==> run_1/closeup.png <==
Bar = 5 um. Region (56, 56) to (76, 76) um. Cells in gray, sequential cells in the stronger gray; small squares are vias.
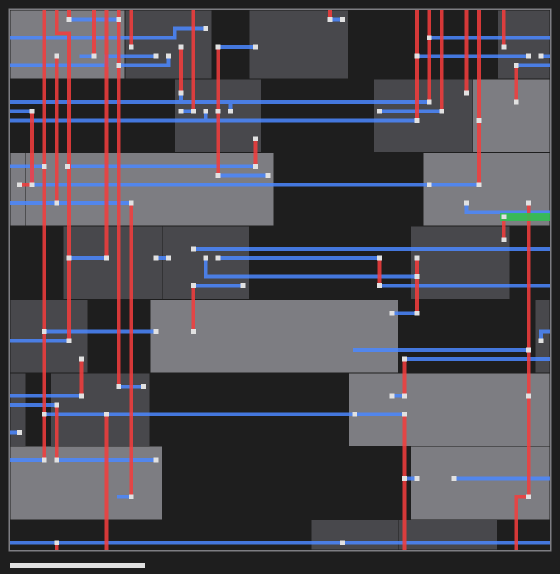
==> run_1/layers.png <==
Bar = 20 um. Only two layers are drawn.
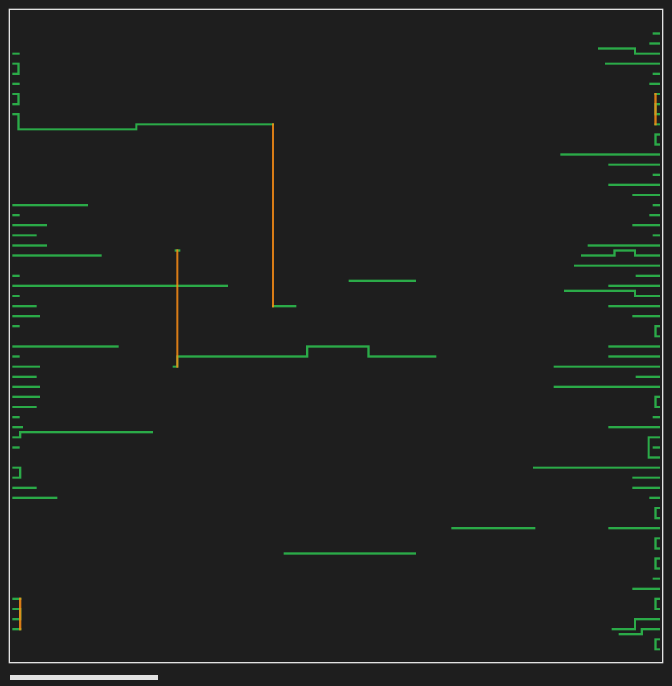
==> run_1/congestion_map.png <==
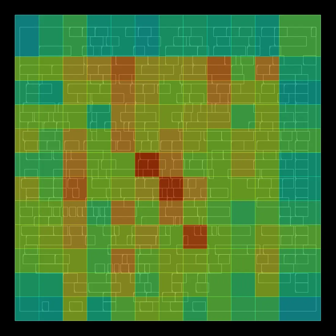
--- src/rtl/ahb_lite_rif_bridge.sv ---
// ahb_lite_rif_bridge: AHB-Lite slave to variable-latency register interface (RIF).
// Misaligned/oversized transfers, RIF errors and RIF timeouts give a two-cycle ERROR.
// Optional write posting is compiled in when AHB_RIF_WRITE_POST_EN is defined.
module ahb_lite_rif_bridge #(
   parameter  int unsigned ADDR_WIDTH     = 12,
   parameter  int unsigned DATA_WIDTH     = 32,
   localparam int unsigned STRB_WIDTH     = DATA_WIDTH / 8,
   parameter  int unsigned TIMEOUT_CYCLES = 16
) (
   input  logic                  HCLK,
   input  logic                  HRESETn,
   input  logic                  HSEL,
   input  logic [ADDR_WIDTH-1:0] HADDR,
   input  logic [1:0]            HTRANS,
   input  logic                  HWRITE,
   input  logic [2:0]            HSIZE,
   input  logic [DATA_WIDTH-1:0] HWDATA,
   input  logic                  HREADYIN,
   output logic                  HREADYOUT,
   output logic                  HRESP,
   output logic [DATA_WIDTH-1:0] HRDATA,
   output logic                  rif_req,
   output logic                  rif_we,
   output logic [ADDR_WIDTH-1:0] rif_addr,
   output logic [STRB_WIDTH-1:0] rif_be,
   output logic [DATA_WIDTH-1:0] rif_wdata,
   input  logic                  rif_ack,
   input  logic                  rif_err,
   input  logic [DATA_WIDTH-1:0] rif_rdata,
   output logic                  post_err
);

   localparam int unsigned LG     = $clog2(STRB_WIDTH);
   localparam int unsigned LG_W   = (LG == 0) ? 1 : LG;
   localparam int unsigned CNT_W  = (TIMEOUT_CYCLES < 2) ? 1 : $clog2(TIMEOUT_CYCLES);
   localparam int unsigned TO_LAST = (TIMEOUT_CYCLES == 0) ? 0 : TIMEOUT_CYCLES - 1;
   localparam bit          TO_EN  = (TIMEOUT_CYCLES != 0);

   // Reject unsupported bus widths at elaboration
   if (!(DATA_WIDTH == 8   || DATA_WIDTH == 16  || DATA_WIDTH == 32  || DATA_WIDTH == 64 ||
         DATA_WIDTH == 128 || DATA_WIDTH == 256 || DATA_WIDTH == 512 || DATA_WIDTH == 1024))
   begin : g_bad_width
      $fatal(1, "ahb_lite_rif_bridge: unsupported DATA_WIDTH %0d", DATA_WIDTH);
   end

   typedef enum logic [2:0] {
      ST_IDLE,
      ST_ACCESS,
      ST_DONE,
      ST_ERR1,
      ST_ERR2
`ifdef AHB_RIF_WRITE_POST_EN
      , ST_PCAP,
      ST_POST
`endif
   } state_t;

   state_t                state_q, state_d;
   logic [ADDR_WIDTH-1:0] addr_q;
   logic [2:0]            size_q;
   logic                  we_q;
   logic [CNT_W-1:0]      cnt_q;
   logic [DATA_WIDTH-1:0] hrdata_q;

   logic                  hready_c, hresp_c, req_c, we_c;
   logic [ADDR_WIDTH-1:0] addr_c;
   logic [STRB_WIDTH-1:0] be_c;
   logic [DATA_WIDTH-1:0] wdata_c, rd_mask_c;
   logic                  accept_c, take_c, legal_c, timeout_c;
   logic                  unused_c;

`ifdef AHB_RIF_WRITE_POST_EN
   logic [ADDR_WIDTH-1:0] pb_addr_q;
   logic [2:0]            pb_size_q;
   logic [DATA_WIDTH-1:0] pb_data_q;
   logic                  pend_q, pend_ill_q, post_err_q;
`endif

   // Byte lanes covered by a legal transfer of the given size at the given address
   function automatic logic [STRB_WIDTH-1:0] lane_be(input logic [ADDR_WIDTH-1:0] addr,
                                                     input logic [2:0]            size);
      logic [STRB_WIDTH-1:0] base;
      logic [LG_W-1:0]       off;
      base = {STRB_WIDTH{1'b1}} >> (STRB_WIDTH - (32'd1 << size));
      if (LG == 0) off = '0;
      else         off = LG_W'(addr);
      return base << off;
   endfunction

   assign unused_c = HTRANS[0];

   assign accept_c  = HSEL & HREADYIN & HTRANS[1];
   assign take_c    = accept_c & hready_c;
   assign legal_c   = (HSIZE <= 3'(LG)) &&
                      ((HADDR & ((ADDR_WIDTH'(1) << HSIZE) - ADDR_WIDTH'(1))) == '0);
   assign timeout_c = TO_EN && (cnt_q == CNT_W'(TO_LAST));

   // Output decode from state and latched transfer attributes only
   always_comb begin
      hready_c = 1'b1;
      hresp_c  = 1'b0;
      req_c    = 1'b0;
      we_c     = 1'b0;
      addr_c   = addr_q;
      be_c     = '0;
      wdata_c  = HWDATA;
      case (state_q)
         ST_ACCESS: begin
            hready_c = 1'b0;
            req_c    = 1'b1;
            we_c     = we_q;
            be_c     = lane_be(addr_q, size_q);
         end
         ST_ERR1: begin
            hready_c = 1'b0;
            hresp_c  = 1'b1;
         end
         ST_ERR2: hresp_c = 1'b1;
`ifdef AHB_RIF_WRITE_POST_EN
         ST_POST: begin
            hready_c = ~pend_q;
            req_c    = 1'b1;
            we_c     = 1'b1;
            addr_c   = pb_addr_q;
            be_c     = lane_be(pb_addr_q, pb_size_q);
            wdata_c  = pb_data_q;
         end
`endif
         default: ;
      endcase
   end

   // Read-data lane mask derived from the active byte enables
   always_comb begin
      rd_mask_c = '0;
      for (int i = 0; i < int'(STRB_WIDTH); i++) rd_mask_c[i*8 +: 8] = {8{be_c[i]}};
   end

   // Next-state logic
   always_comb begin
      state_t launch;
      state_d = state_q;
      launch  = ST_ERR1;
      if (legal_c) launch = ST_ACCESS;
`ifdef AHB_RIF_WRITE_POST_EN
      if (legal_c && HWRITE) launch = ST_PCAP;
`endif
      case (state_q)
         ST_IDLE, ST_DONE, ST_ERR2: state_d = take_c ? launch : ST_IDLE;
         ST_ACCESS: begin
            if (rif_ack)        state_d = rif_err ? ST_ERR1 : ST_DONE;
            else if (timeout_c) state_d = ST_ERR1;
         end
         ST_ERR1: state_d = ST_ERR2;
`ifdef AHB_RIF_WRITE_POST_EN
         ST_PCAP: state_d = ST_POST;
         ST_POST: begin
            if (rif_ack || timeout_c) begin
               if (pend_q)      state_d = pend_ill_q ? ST_ERR1 : ST_ACCESS;
               else if (take_c) state_d = launch;
               else             state_d = ST_IDLE;
            end
         end
`endif
         default: state_d = ST_IDLE;
      endcase
   end

   // State register; async reset drops rif_req and restores HREADYOUT at once
   always_ff @(posedge HCLK or negedge HRESETn) begin
      if (!HRESETn) state_q <= ST_IDLE;
      else          state_q <= state_d;
   end

   // Address-phase latch, wait counter and read-data capture
   always_ff @(posedge HCLK or negedge HRESETn) begin
      if (!HRESETn) begin
         addr_q   <= '0;
         size_q   <= '0;
         we_q     <= 1'b0;
         cnt_q    <= '0;
         hrdata_q <= '0;
      end else begin
         if (take_c) begin
            addr_q <= HADDR;
            size_q <= HSIZE;
            we_q   <= HWRITE;
         end
         cnt_q <= (state_d == state_q) ? cnt_q + CNT_W'(1) : '0;
         if (state_q == ST_ACCESS && rif_ack && !rif_err && !we_q)
            hrdata_q <= rif_rdata & rd_mask_c;
      end
   end

`ifdef AHB_RIF_WRITE_POST_EN
   // Posted-write buffer, pending transfer tracking and failure pulse
   always_ff @(posedge HCLK or negedge HRESETn) begin
      if (!HRESETn) begin
         pb_addr_q  <= '0;
         pb_size_q  <= '0;
         pb_data_q  <= '0;
         pend_q     <= 1'b0;
         pend_ill_q <= 1'b0;
         post_err_q <= 1'b0;
      end else begin
         if (take_c && state_d == ST_PCAP) begin
            pb_addr_q <= HADDR;
            pb_size_q <= HSIZE;
         end
         if (state_q == ST_PCAP) pb_data_q <= HWDATA;
         if (state_q == ST_POST && (rif_ack || timeout_c)) begin
            pend_q <= 1'b0;
         end else if (take_c && (state_q == ST_PCAP || state_q == ST_POST)) begin
            pend_q     <= 1'b1;
            pend_ill_q <= ~legal_c;
         end
         post_err_q <= (state_q == ST_POST) &&
                       ((rif_ack && rif_err) || (!rif_ack && timeout_c));
      end
   end

   assign post_err = post_err_q;
`else
   assign post_err = 1'b0;
`endif

   assign HREADYOUT = hready_c;
   assign HRESP     = hresp_c;
   assign HRDATA    = hrdata_q;
   assign rif_req   = req_c;
   assign rif_we    = we_c;
   assign rif_addr  = addr_c;
   assign rif_be    = be_c;
   assign rif_wdata = wdata_c;

endmodule

--- config.mk ---
export PLATFORM = sky130hd
export DESIGN_NAME = ahb_lite_rif_bridge
export DESIGN_NICKNAME = d
export VERILOG_FILES = /design/src/rtl/ahb_lite_rif_bridge.sv
export SDC_FILE = /design/constraint.sdc
export NUM_CORES = 1
export LEC_CHECK = 0
export CORE_UTILIZATION = 36
export DETAILED_ROUTE_END_ITERATION = 6
export HOLD_SLACK_MARGIN = 0.05
export PLACE_DENSITY_LB_ADDON = 0.1
export SYNTH_ARGS = -nofsm -noshare
export SYNTH_HDL_FRONTEND = slang
export SYNTH_SLANG_ARGS = --single-unit
--- constraint.sdc ---
create_clock -name HCLK -period 3 [get_ports HCLK]
set_clock_uncertainty 0.05 [all_clocks]
set_input_delay 0.9 -clock HCLK [delete_from_list [all_inputs] [get_ports HCLK]]
set_output_delay 0.9 -clock HCLK [all_outputs]
set_load 0.03 [all_outputs]
==> results.txt, run 1 <==
Results of the run.

The flow ran to the end, but the final reports show violations. The checks that failed: setup timing. The root cell of the clock tree is sky130_fd_sc_hd__clkbuf_8. Per the post-run analysis, buffers plus inverters along the critical path come to 1. Counting every net in the synthesized netlist gives 305.

In this run the tools logged warnings totalling 29. The final antenna diode tally reported by the flow is 0. In the post-route analysis, the smallest setup slack over all paths is -0.0305 ns. The standard cell core area is 6940 um^2. The largest fanout of any net on the critical path is 6. The family with the most delay on the worst path is simple AND/OR/NAND/NOR gates. The sequential element share of the synthesized area is 51.9%. In the log, the iteration count for the first detailed-route pass is 4. The pre-placement core utilization is 38.2%. In the finished design, the share of the clock period the worst path needs comes to 101%.

The dominant cell by count in the synthesized netlist is sky130_fd_sc_hd__dfrtp_1. Detailed-route iteration 0 reported a violation count of 59. The critical path in this run is classified as reg -> out.

Entering global routing, the biggest net connects 24 pins. The cell leakage power is 1.65 nW. The slowest library cell on the worst path is sky130_fd_sc_hd__dfrtp_1. The floorplan step set the die height to 87.8 um.

The post-synth design cell area is 2650 um^2. The global-route wire length before repair is 9140 um. After synthesis, the cell types taking the most area are sky130_fd_sc_hd__dfrtp_1, sky130_fd_sc_hd__a22o_1, sky130_fd_sc_hd__buf_4, sky130_fd_sc_hd__mux2_2, sky130_fd_sc_hd__ha_1. Measured along the x axis, the die boundary spans 87.8 um.

The flip-flop and latch count after synthesis is 55. The final timing report lists a hold violation count of 0. The skew report gives the latency at the later pin of the worst-skew pair as 0.30 ns.

The cell sequence reported for the critical path is or3b_4 > ha_4 > and3b_2 > o2111ai_4 > nor3_2 > buf_4. Post-CTS timing repair inserted 7 buffers for setup. The average size of a mapped cell is 12.4 um^2. The fmax is 330 MHz. The timing report gives the clock slew at the launch and capture registers of the worst setup and hold paths as 0.09 ns.

According to the hold report, the worst path is of the in -> async type. Post-CTS repair changed the size of 10 cells. The share of synthesized area in the top cell type comes to 51.9%. Once detail routing completed, the nets flagged for antenna violations numbered 0.

TritonCTS built the clock tree. The via count of the routed design is 1,933. The cell count after synthesis is 213.

The number of hold buffers added after CTS was 0. The count of unique library cells instantiated by Yosys is 41. After its last routability iteration, the placer logged a weighted congestion of 0.738. The worst setup path is launched from a register. The total overflow left after global routing is 0. The buffer_ports step reported a buffer count of 106. The power per cell area is 743 nW/um^2.

The remaining routing DRC violations is 0. The number of top-level design ports is 173. The net total in the final layout is 400. The die covers 7710 um^2.

For this run, the leading register cell type out of synthesis is sky130_fd_sc_hd__dfrtp_1. STA classifies the critical path endpoint as an output pin. The post-place instance area is 3650 um^2. The routed wire length is 5890 um. Setup repair after global routing could not meet its margin everywhere.

The vias per cell is 4.77. The tool flagged a number of max-cap violations equal to 0. The number of global-route vias before repair is 1,907.

Summing all non-filler instances in the final layout gives an area of 3830 um^2. The initial antenna violation count was 0. In this run, CTS created clock tree buffers numbering 5.

The end-of-flow timing check tallies setup violations at 3. The clock net in this run drives a total of 55 sinks. The cell total in the yosys stat output is 213. The clock period minus worst slack is 3.03 ns. The final tally of max-slew violations is 0.

The summed standard-cell area reported by yosys is 2650 um^2. The total number of H-tree levels is 2. The count of flip-flops with a built-in enable after synthesis is 0. The largest single stage delay on the critical path is 0.43 ns.

The floorplan has 30 rows. Data on the critical path is required at its endpoint by 2.05 ns. The data arrival at the endpoint of the critical path is 2.08 ns. The post-route worst hold slack is 0.415 ns. The filler cell count in the final layout is 622. Summed over all nets, the half-perimeter wirelength after detailed placement is 4390 um.

The Yosys step of the flow raised 0 warnings. For this run, the total global-route usage over all layers was measured as 15.4%. Of all flip-flops after synthesis, the portion carrying an async set or reset was 100%. The synthesis-to-layout area growth is 44.6%. Per the CTS log, the buffer count on the longest clock path is 2. Timing analysis after detailed placement gives a worst setup slack of 0.0681 ns. The peak supply drop is 456 uV. Sorting the Yosys area breakdown by cell type puts at the top sky130_fd_sc_hd__dfrtp_1. The ratio of cells with drive above 1 in the final layout is 23.0%. The final-layout setup total negative slack is -0.0724 ns. By count the netlist is led by sky130_fd_sc_hd__dfrtp_1, sky130_fd_sc_hd__a22o_1, sky130_fd_sc_hd__buf_4.
## Picture notes: closeup.png
legend:
  M3:
    color: green
  M2:
    color: red
  M1:
    color: blue
most frequent: dfrtp_1 (6), clkdlybuf4s50_1 (6), a22o_1 (4)
cells with their middle in the window: 16
sequential cells in the window: 6
netlist names of flops here include: `HRDATA` (6)

## Picture notes: layers.png
legend:
  M3:
    color: green
    wire_length: 516 um
  M4:
    color: orange
    wire_length: 48.3 um

## Picture notes: congestion_map.png
utilization of the core after routing: 55.2%
met1 GRT Util: 19.4%
Routed WL per cell: 14.5 um
GR met3 Demand/Resource: 4.81%
global routing's busiest layer: met2

-- run 1: kinds of logic (layout without fill, tap and decap cells) --
| family | count (synthesis) | count (layout) | synth area share [%] |
|---|---|---|---|
| xor gates and xnor gates | 3 | 3 | 0.991 |
| DFF | 55 | 55 | 51.9 |
| other | 1 | 1 | 0.141 |
| adders and majority gates | 5 | 5 | 2.27 |
| muxes | 15 | 15 | 6.37 |
| AOI/OAI and AO/OA | 50 | 50 | 16.9 |
| and+or+nand+nor | 39 | 39 | 10.1 |
| buffers and inverters | 45 | 141 | 11.3 |
-- run 1: per-layer routing --
layer	routed length, um	up-vias	global-route usage [%]
met5	0	-	0
met4	48	0	5.22
met3	516	8	4.81
met2	2720	78	25.0
met1	2610	919	19.4
li1	-	928	-
-- run 1: final timing paths --
kind,end,depth (start not counted),slack [ns],start
max in group asynchronous,HRDATA[27]$_DFFE_PN0P_,2,1.89,HRESETn
hold / removal,rif_addr[11]$_DFFE_PN0P_,1,0.42,HRESETn
setup / recovery,rif_be[0],6,-0.03,size_q[1]$_DFFE_PN0P_
min in group HCLK,cnt_q[0]$_DFF_PN0_,1,0.42,cnt_q[0]$_DFF_PN0_
hold reg to reg,cnt_q[0]$_DFF_PN0_,1,0.42,cnt_q[0]$_DFF_PN0_
setup reg to reg,HRDATA[1]$_DFFE_PN0P_,9,0.60,size_q[1]$_DFFE_PN0P_
-- run 1: flip-flops by register name, summed over array words and instances (netlist names) --
name,cells
HRDATA,32
rif_addr,12
cnt_q,4
size_q,3
state_q,3
we_q,1
-- run 1: power breakdown --
group / switching [mW] / internal (mW) / total, mW
registers: 0.153 / 0.922 / 1.07
clock network: 0.224 / 0.164 / 0.389
logic: 0.697 / 0.687 / 1.38
total: 1.07 / 1.77 / 2.85
-- run 1: worst register-to-register path, delay by kind of cell, from the launching register on --
family | cells | cell delay, ns
DFF | 1 | 0.43
buffers and inverters | 3 | 0.48
adders and majority gates | 1 | 0.18
AOI/OAI and AO/OA | 2 | 0.48
and+or+nand+nor | 3 | 0.68
-- run 1: placed cells by master, fill, tap and decap left out, drive strengths merged, types with 2 or more instances in the layout --
master,netlist,routed
a21oi,4,4
a22o,33,33
buf,37,26
clkbuf,2,7
clkdlybuf4s50,0,101
dfrtp,55,55
ha,4,4
inv,6,6
mux2,15,15
nand2,6,6
nand3,3,3
nor2,14,14
nor2b,2,2
nor3,3,3
nor4,2,2
o21ai,2,2
o221ai,2,2
o31ai,2,2
or3b,2,2
xor2,2,2
-- run 1: stage by stage --
stage          total power, mW  utilization, %  instances
2_1_floorplan             1.91               -        213
3_3_place_gp              2.34            52.6        389
3_5_place_dp              2.35            52.6        389
4_1_cts                   2.87            55.0        404
5_1_grt                   3.01            55.2        405
6_report                  2.85            55.2        405
-- run 1: final cells by class --
cell class	instances	area [um^2]	share of cell area, %
clock buffer	7	76.3	1.99
clock inverter	1	5.00	0.131
inverter	6	22.5	0.587
multi-input combinational	113	1020	26.6
sequential	55	1380	35.9
tap	96	120	3.13
timing repair buffer	127	1210	31.7
==> run_1/m1.png <==
Bar = 20 um. Cells faint in the background.
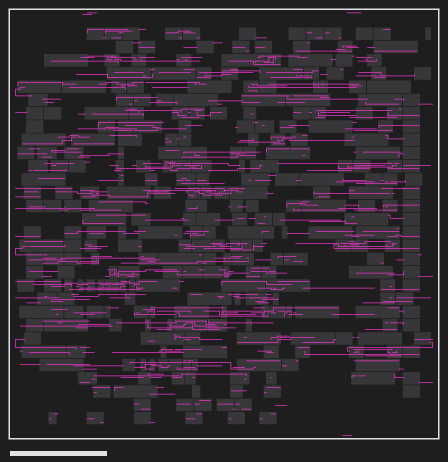

==> run 2, diff against run 1 <==
--- a/config.mk
+++ b/config.mk
@@ -12,3 +12,4 @@
 export SYNTH_ARGS = -nofsm -noshare
 export SYNTH_HDL_FRONTEND = slang
 export SYNTH_SLANG_ARGS = --single-unit
+export TNS_END_PERCENT = 10
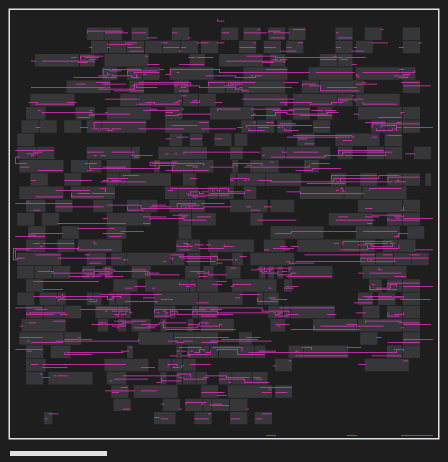
(run_2/m1.png)
Bar = 20 um. Cells faint in the background.
main direction: horizontal
wire length on this layer: 2,530 um
share of all routed wire: 42%
nets with wire on the layer: 315
longest straight run: 30.4 um

==> run 2 against run 1 <==
  * The flow still finishes with violations (setup timing)
  * First-iteration DRC count fell by 12%
  * Area after synthesis did not move
  * Clock-buffer cell count is 2 lower
  * Flip-flop count did not move
  * Core utilization up 0.13 points
  * Register-to-register slack improved by 0.13 ns
  * Via count increased by 0.36%
  * Global-route usage up 0.45 points
  * Die area is the same
==> results.txt, run 2 <==
Results of the run.

The run finished, with violations left. The checks that failed: setup timing. The total number of H-tree levels is 2 (unchanged).

The share of the clock period used by the worst path was 100% (-0.62 points). The worst setup timing slack at the placement stage is 0.103 ns (+0.0353 ns). Leaving out fill and tap cells, the most frequent cells in the layout are sky130_fd_sc_hd__clkdlybuf4s50_1, sky130_fd_sc_hd__dfrtp_1, sky130_fd_sc_hd__a22o_1. Per STA, the worst path accumulates the most delay in the family simple AND/OR/NAND/NOR gates. In this run the critical path is formed by or3_1 > ha_4 > nor2b_1 > a22o_1 > nor2_1 > buf_4. The number of buffer cells added on primary ports is 106 (unchanged). The count of unique library cells instantiated by Yosys is 41 (unchanged). The number of endpoints with negative hold slack in the final report is 0 (unchanged). The post-route worst hold slack is 0.432 ns (+0.0166 ns).

The initial antenna violation count was 0 (unchanged). The cell total in the yosys stat output was 213 (unchanged). The number of top-level design ports was 173 (unchanged). The count of tool warnings is 30 (+3.4%). Clock tree synthesis selected as its root buffer the cell sky130_fd_sc_hd__clkbuf_8. The global-route congestion overflow total is 0 (unchanged). The average size of a mapped cell is 12.4 um^2 (unchanged).

The number of rows created at floorplan is 30 (unchanged). Ranked by total cell area, the synthesized netlist is headed by sky130_fd_sc_hd__dfrtp_1, sky130_fd_sc_hd__a22o_1, sky130_fd_sc_hd__buf_4, sky130_fd_sc_hd__mux2_2, sky130_fd_sc_hd__ha_1. The standard cell core area is 6940 um^2 (unchanged). The post-synth design cell area is 2650 um^2 (unchanged). After synthesis, the most frequently instantiated cells are sky130_fd_sc_hd__dfrtp_1, sky130_fd_sc_hd__a22o_1, sky130_fd_sc_hd__buf_4.

The CTS sink count was 55 (unchanged). The flip-flop and latch count after synthesis is 55 (unchanged). The number of design-rule violations left by the first detailed-router iteration was 52 (-12%).

The ratio of cells with drive above 1 in the final layout came to 21.3% (-1.7 points). The filler cell count in the final layout is 601 (-3.4%). The data arrival at the endpoint of the critical path came to 2.06 ns (-0.02 ns). The peak supply drop was 510 uV (+12%).

The summed standard-cell area reported by yosys is 2650 um^2 (unchanged). The buffer and inverter count on the worst path came to 1 (unchanged). The count of flip-flops with a built-in enable after synthesis is 0 (unchanged). The post-placement cell count was 390 (+0.26%). The critical setup path kind is reg -> out. The busiest layer in global routing is met2. The clock latency on the worst-skew pair is 0.31 ns (about the same). The peak per-stage delay on the critical path is 0.43 ns (about the same). Checking hold timing, the worst path is listed with class reg -> reg. The cell leakage power came to 1.67 nW (+1.1%). The sequential element share of the synthesized area is 51.9% (unchanged). The area share of the largest cell type after synthesis is 51.9% (unchanged).

The net total in the final layout is 396 (-1.0%). The final antenna-violating net count is 0 (unchanged). The required time of the critical path is 2.05 ns (about the same). The power per cell area came to 756 nW/um^2 (+1.8%). The HPWL after detailed placement came to 4370 um (-0.54%). The number of clock buffers inserted by TritonCTS is 5 (unchanged). The cell count after synthesis is 213 (unchanged).

The clock period minus worst slack came to 3.01 ns (-0.0187 ns). The post-cts hold-fix buffer tally was 0 (unchanged). The slowest library cell on the worst path is sky130_fd_sc_hd__or3_1. The combinational gate area is 1010 um^2 (-1.1%). The register area was 1380 um^2 (unchanged). STA classifies the critical path startpoint as a register.

The vias per cell is 4.84 (+1.4%). The pin count of the biggest net entering global routing is 33 (+38%). The number of maximum-capacitance constraint violations is 0 (unchanged). The flip-flop count of the largest register after layout is 32 (unchanged).

Among all flip-flop cells after synthesis, the most frequent one is sky130_fd_sc_hd__dfrtp_1. The category of the worst setup path capture point is an output pin. Yosys instantiated no cell more often than sky130_fd_sc_hd__dfrtp_1.

The synthesized netlist net count is 305 (unchanged). The wire length per cell is 14.9 um (+2.3%). The count of yosys warnings during synthesis is 0 (unchanged). The final tally of max-slew violations is 0 (unchanged). The buffer levels on the longest clock path is 2 (unchanged). The full die area is 7710 um^2 (unchanged).

The number of standard cells in the final layout excluding fillers is 401 (-0.99%). The placer's final routability congestion estimate came to 0.712 (-3.5%). The via count of the routed design is 1,940 (+0.36%).

At the pin with the least slew margin, the transition time is 0.578 ns. The antenna cell count is 0 (unchanged). The fmax is 332 MHz (+0.62%).

The vertical extent of the die is 87.8 um (unchanged). The routed wire length is 5970 um (+1.3%). The least setup slack across all paths after layout came to -0.0118 ns (+0.0187 ns).

Between the synthesized netlist and the finished layout, the area growth was recorded as 44.9%. The number of global-route vias before repair is 1,940 (+1.7%). The count of final setup violators is 3 (unchanged).

The pre-placement core utilization came to 38.2% (unchanged). The largest fanout of any net on the critical path was 4 (-2). The internal reg-to-reg setup slack came to 0.73 ns (+0.13 ns). The remaining routing DRC violations is 0 (unchanged). The worst max-slew margin expressed relative to the limit is 61.4%. The TritonCTS clock tree is built. The most common logic cell in the final layout is sky130_fd_sc_hd__clkdlybuf4s50_1. The overall routing resource usage is 15.8% (+0.45 points). The length of the first detailed-routing pass in iterations is 4 (unchanged). The clock slew at the register clock pins of the worst setup and hold paths is 0.10 ns (about the same).

Setup repair after global routing could not meet its margin everywhere. The proportion of synthesized flip-flops having asynchronous set or reset was 100% (unchanged). The die width is 87.8 um (unchanged). The most area-hungry cell type in the Yosys netlist is sky130_fd_sc_hd__dfrtp_1. The global-route wire length before repair came to 9400 um (+2.8%).
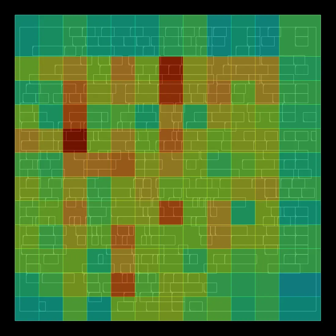
(run_2/congestion_map.png)
met2 usage: 24.9%
GR met3 Demand/Resource: 4.71%
utilization of the core after routing: 55.3%
met1 GRT Util: 20.2%

-- run 2: cell counts after synthesis --
Identical to the previous run, type by type.
-- run 2: final cells by class --
type	count	share of cell area (%)
clock inverters	3	1.20
clock buffers	5	1.79
repair buffers	123	31.3
multi-input cells	113	26.2
inverters	6	0.586
flip-flops and latches	55	35.8
well taps	96	3.13
-- run 2: power by group --
part / leakage [nW] / switching, mW / internal [mW]
clock network: 0.0548 / 0.245 / 0.252
logic: 0.890 / 0.684 / 0.649
registers: 0.726 / 0.152 / 0.922
total: 1.67 / 1.08 / 1.82
-- run 2: path summary, 6_finish.rpt --
check / to / start / cells past startpoint
setup / recovery: rif_be[2] / size_q[1]$_DFFE_PN0P_ / 6
hold / removal: cnt_q[0]$_DFF_PN0_ / cnt_q[0]$_DFF_PN0_ / 1
setup reg to reg: HRDATA[6]$_DFFE_PN0P_ / size_q[1]$_DFFE_PN0P_ / 8
hold reg to reg: cnt_q[0]$_DFF_PN0_ / cnt_q[0]$_DFF_PN0_ / 1
max in group asynchronous: size_q[0]$_DFFE_PN0P_ / HRESETn / 2
min in group asynchronous: HRDATA[12]$_DFFE_PN0P_ / HRESETn / 1
-- run 2: worst reg2reg max path: stages, from the launching register on --
cell	delay, ns
sky130_fd_sc_hd__dfrtp_1	0.42
sky130_fd_sc_hd__or3_1	0.43
sky130_fd_sc_hd__ha_4	0.18
sky130_fd_sc_hd__and3b_1	0.18
sky130_fd_sc_hd__o2111ai_4	0.28
sky130_fd_sc_hd__buf_4	0.22
sky130_fd_sc_hd__nor4_4	0.05
sky130_fd_sc_hd__buf_4	0.18
sky130_fd_sc_hd__a22o_1	0.19
-- run 2: cell families (layout without fill, tap and decap cells) --
logic type / Yosys count / count (layout) / share of synthesized area (%)
flops: 55 / 55 / 51.9
compound gates: 50 / 50 / 16.9
buf+inv: 45 / 137 / 11.3
simple gates: 39 / 39 / 10.1
mux: 15 / 15 / 6.37
fa+ha+maj: 5 / 5 / 2.27
xor+xnor: 3 / 3 / 0.991
other cells: 1 / 1 / 0.141
-- run 2: per-layer routing --
metal | up-vias | part of all wire, % | routed length (um)
li1 | 925 | - | -
met1 | 917 | 42 | 2530
met2 | 79 | 47 | 2830
met3 | 19 | 7.8 | 466
met4 | 0 | 2.3 | 139
met5 | - | 0 | 0
-- run 2: per-stage QoR --
| step | area (um^2) | utilization [%] | TNS, ns | power (mW) |
|---|---|---|---|---|
| 6_report | 3840 | 55.3 | -0.0272 | 2.90 |
| 5_1_grt | 3840 | 55.3 | -0.436 | 3.07 |
| 4_1_cts | 3840 | 55.3 | -0.0575 | 2.94 |
| 3_5_place_dp | 3680 | 53.0 | 0 | 2.37 |
| 3_3_place_gp | 3680 | 53.0 | 0 | 2.35 |
| 2_1_floorplan | 2660 | - | -0.243 | 1.90 |
-- run 2: what timing repair did --
item | CTS | global route
buffers inserted | 3 | 0
setup endpoints to repair | 4 | 5
resized | 5 | 1
pin swaps | 2 | 0
==> run_2/route_heat.png <==
The die is cut into 18 by 18 equal tiles; white is low, dark blue is high, scaled to the fullest tile. Values are wire area over tile area, all layers added.
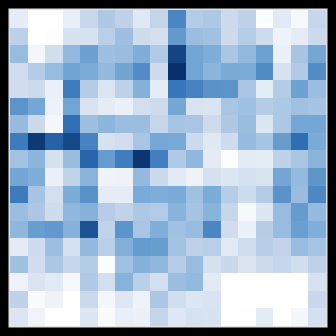

==> run 3, diff against run 2 <==
--- a/config.mk
+++ b/config.mk
@@ -5,8 +5,9 @@
 export SDC_FILE = /design/constraint.sdc
 export NUM_CORES = 1
 export LEC_CHECK = 0
-export CORE_UTILIZATION = 36
+export CORE_UTILIZATION = 45
 export DETAILED_ROUTE_END_ITERATION = 6
+export DONT_BUFFER_PORTS = 1
 export HOLD_SLACK_MARGIN = 0.05
 export PLACE_DENSITY_LB_ADDON = 0.1
 export SYNTH_ARGS = -nofsm -noshare
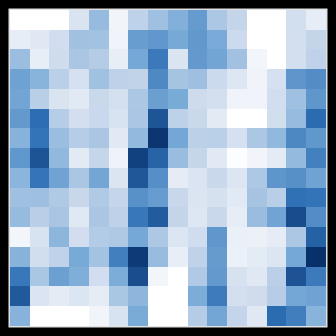
(run_3/route_heat.png)
The die is cut into 16 by 16 equal tiles; white is low, dark blue is high, scaled to the fullest tile. Values are wire area over tile area, all layers added.
mean over tiles: 0.15
fullest tile: 0.43
tiles over half the peak: 27%

==> run 3 against run 2 <==
  * The flow still finishes with violations (setup timing)
  * Combinational power down 39%
  * Flip-flop count unchanged
  * Final cell count down 31%
  * Total power down 14%
  * Critical endpoint is now rif_be[3]
  * Largest cell class unchanged
==> results.txt, run 3 <==
Results of the run.

The flow ran to the end, but the final reports show violations. The checks that failed: setup timing. The number of top-level design ports is 173 (unchanged).

The least setup slack across all paths after layout was -0.0369 ns (-0.0252 ns). The final core area utilization is 49.7% (-5.7 points). Ranking logic cells in the layout by count gives the top entries sky130_fd_sc_hd__dfrtp_1, sky130_fd_sc_hd__a22o_1, sky130_fd_sc_hd__buf_4. The length of the first detailed-routing pass in iterations is 4 (unchanged). Setup repair after global routing could not meet its margin everywhere. The data arrival at the endpoint of the critical path is 2.09 ns (+0.03 ns). The initial antenna violation count is 0 (unchanged). The routed wire length is 5450 um (-8.6%).

The cell count after synthesis is 213 (unchanged). The cell leakage power came to 1.26 nW (-24%). The number of maximum-capacitance constraint violations came to 0 (unchanged). The register share of total power was 52.2% (+15 points). The required time of the critical path is 2.05 ns (about the same). The worst-margin pin slew is 0.539 ns (-0.0396 ns). The worst setup timing slack at the placement stage is 0.0944 ns (-0.00899 ns). The class of the most critical hold timing path is in -> async. The clock latency on the worst-skew pair came to 0.30 ns (about the same). The count of yosys warnings during synthesis is 0 (unchanged).

The sequential element share of the synthesized area is 51.9% (unchanged). The dominant register cell in the synthesized netlist is sky130_fd_sc_hd__dfrtp_1. The die width is 78.8 um (-10%). The worst max-slew margin expressed relative to the limit is 64.1% (+2.6 points). The proportion of synthesized flip-flops having asynchronous set or reset was 100% (unchanged).

The number of cells traversed by the worst register-to-register path is 10 (+2). The overall routing resource usage is 17.6% (+1.7 points). The antenna cell count is 0 (unchanged). The post-placement cell count is 261 (-33%). The power per cell area is 902 nW/um^2 (+19%). The clock slew at the register clock pins of the worst setup and hold paths is 0.09 ns (about the same). The number of standard cells in the final layout excluding fillers is 278 (-31%). The final antenna-violating net count came to 0 (unchanged). In this run the critical path is formed by or3b_4 > ha_4 > and3b_2 > o2111ai_4 > nor2_1 > buf_4.

The synthesized netlist net count came to 305 (unchanged). The average size of a mapped cell was 12.4 um^2 (unchanged). The worst setup path is captured at an output pin. The timing report attributes the biggest portion of critical-path delay to simple AND/OR/NAND/NOR gates. The number of global-route vias before repair came to 1,683 (-13%). The full die area is 6200 um^2 (-20%). The area share of the largest cell type after synthesis is 51.9% (unchanged). The cell total in the yosys stat output is 213 (unchanged).

The wire length per cell is 19.6 um (+32%). The pre-placement core utilization is 47.3% (+9.1 points). The final-layout setup total negative slack is -0.109 ns (-0.0814 ns). The synthesis run shows the most used standard cells to be sky130_fd_sc_hd__dfrtp_1, sky130_fd_sc_hd__a22o_1, sky130_fd_sc_hd__buf_4. The largest fanout of any net on the critical path is 7 (+3). The flow measured a signed area growth from synthesis to layout of 5.05%. The share of power burned in the clock network is 15.7% (-1.4 points). The sort of element at the start of the critical path is a register. The standard cell core area came to 5610 um^2 (-19%). The dominant cell by count in the synthesized netlist is sky130_fd_sc_hd__dfrtp_1. The HPWL after detailed placement is 4040 um (-7.5%).

The count of final setup violators came to 4 (+1). The peak per-stage delay on the critical path is 0.43 ns (about the same). The buffer and inverter count on the worst path is 1 (unchanged). The number of rows created at floorplan is 27 (-10%). The number of buffer cells added on primary ports is 0 (-100%). The number of design-rule violations left by the first detailed-router iteration is 60 (+15%).
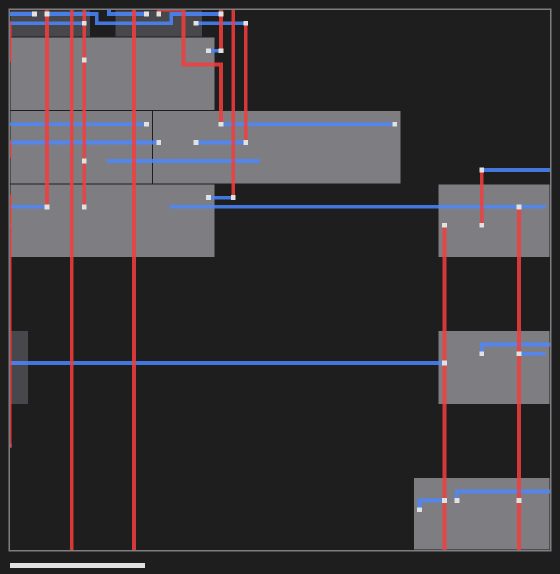
(run_3/closeup.png)
Bar = 5 um. Region (49, 49) to (69, 69) um. Cells in gray, sequential cells in the stronger gray; small squares are vias.
legend:
  M1:
    color: blue
  M2:
    color: red
cells with their middle in the window: 5
most frequent: dfrtp_1 (5)
sequential cells in the window: 5
netlist names of flops here include: `HRDATA` (5)

==> run 3: cell count changes in the layout (fill, tap and decap cells not counted), moves of 2 or more <==
cell,before,now
sky130_fd_sc_hd__clkdlybuf4s50_1,100,0
sky130_fd_sc_hd__buf_4,19,22
sky130_fd_sc_hd__buf_12,2,0
sky130_fd_sc_hd__buf_6,0,2
==> run 3: metrics by stage <==
| stage | hold slack [ns] | instance area, um^2 |
|---|---|---|
| CTS | 0.214 | 2760 |
| finish | 0.228 | 2790 |
| global placement | 0.393 | 2590 |
| floorplan | 0.383 | 2660 |
| global route | 0.193 | 2790 |
| detailed placement | 0.419 | 2590 |
==> run 3: layer usage <==
layer | part of all wire, % | GRT usage (%) | up-vias
li1 | - | - | 715
met5 | 0 | 0 | -
met2 | 51 | 29.9 | 90
met1 | 36 | 19.4 | 790
met4 | 2.6 | 7.59 | 0
met3 | 11 | 6.78 | 27
==> run 3: final timing paths <==
kind | start | endpoint | slack, ns
max | size_q[2]$_DFFE_PN0P_ | rif_be[3] | -0.04
min | HRESETn | HRDATA[27]$_DFFE_PN0P_ | 0.23
max reg2reg | size_q[1]$_DFFE_PN0P_ | HRDATA[8]$_DFFE_PN0P_ | 0.55
min reg2reg | cnt_q[0]$_DFF_PN0_ | cnt_q[0]$_DFF_PN0_ | 0.42
max in group asynchronous | HRESETn | size_q[0]$_DFFE_PN0P_ | 2.57
min in group HCLK | cnt_q[0]$_DFF_PN0_ | cnt_q[0]$_DFF_PN0_ | 0.42
==> run 3: cell families after synthesis <==
kind of cell | share of synthesized area, %
flip-flops | 51.9
AND-OR/OR-AND | 16.9
buffers and inverters | 11.3
AND/OR/NAND/NOR | 10.1
multiplexers | 6.37
adder cells (fa/ha/maj) | 2.27
XOR/XNOR | 0.991
other | 0.141
==> run 3: final cells by class <==
type / count / area (um^2)
timing repair buffer: 24 / 188
sequential: 55 / 1380
tap: 72 / 90.1
clock inverter: 2 / 16.3
fill: 534 / 2820
clock buffer: 6 / 72.6
inverter: 6 / 22.5
multi-input combinational: 113 / 1020
==> run 3: timing repair <==
item | 4_1_cts | 5_1_grt
setup endpoints to repair | 4 | 4
setup buffers | 6 | 3
pin swaps | 7 | 1
gates resized | 12 | 1
==> run 3: power groups by stage <==
stage          logic [mW]  clock network [mW]  registers [mW]
2_1_floorplan       0.583                   0            1.32
3_3_place_gp        0.667                   0            1.32
3_5_place_dp        0.696                   0            1.33
4_1_cts             0.791               0.413            1.31
5_1_grt             0.875               0.452            1.34
6_report            0.805               0.395            1.31
Power figures rest on the tool's default switching activity, not on a simulated workload.
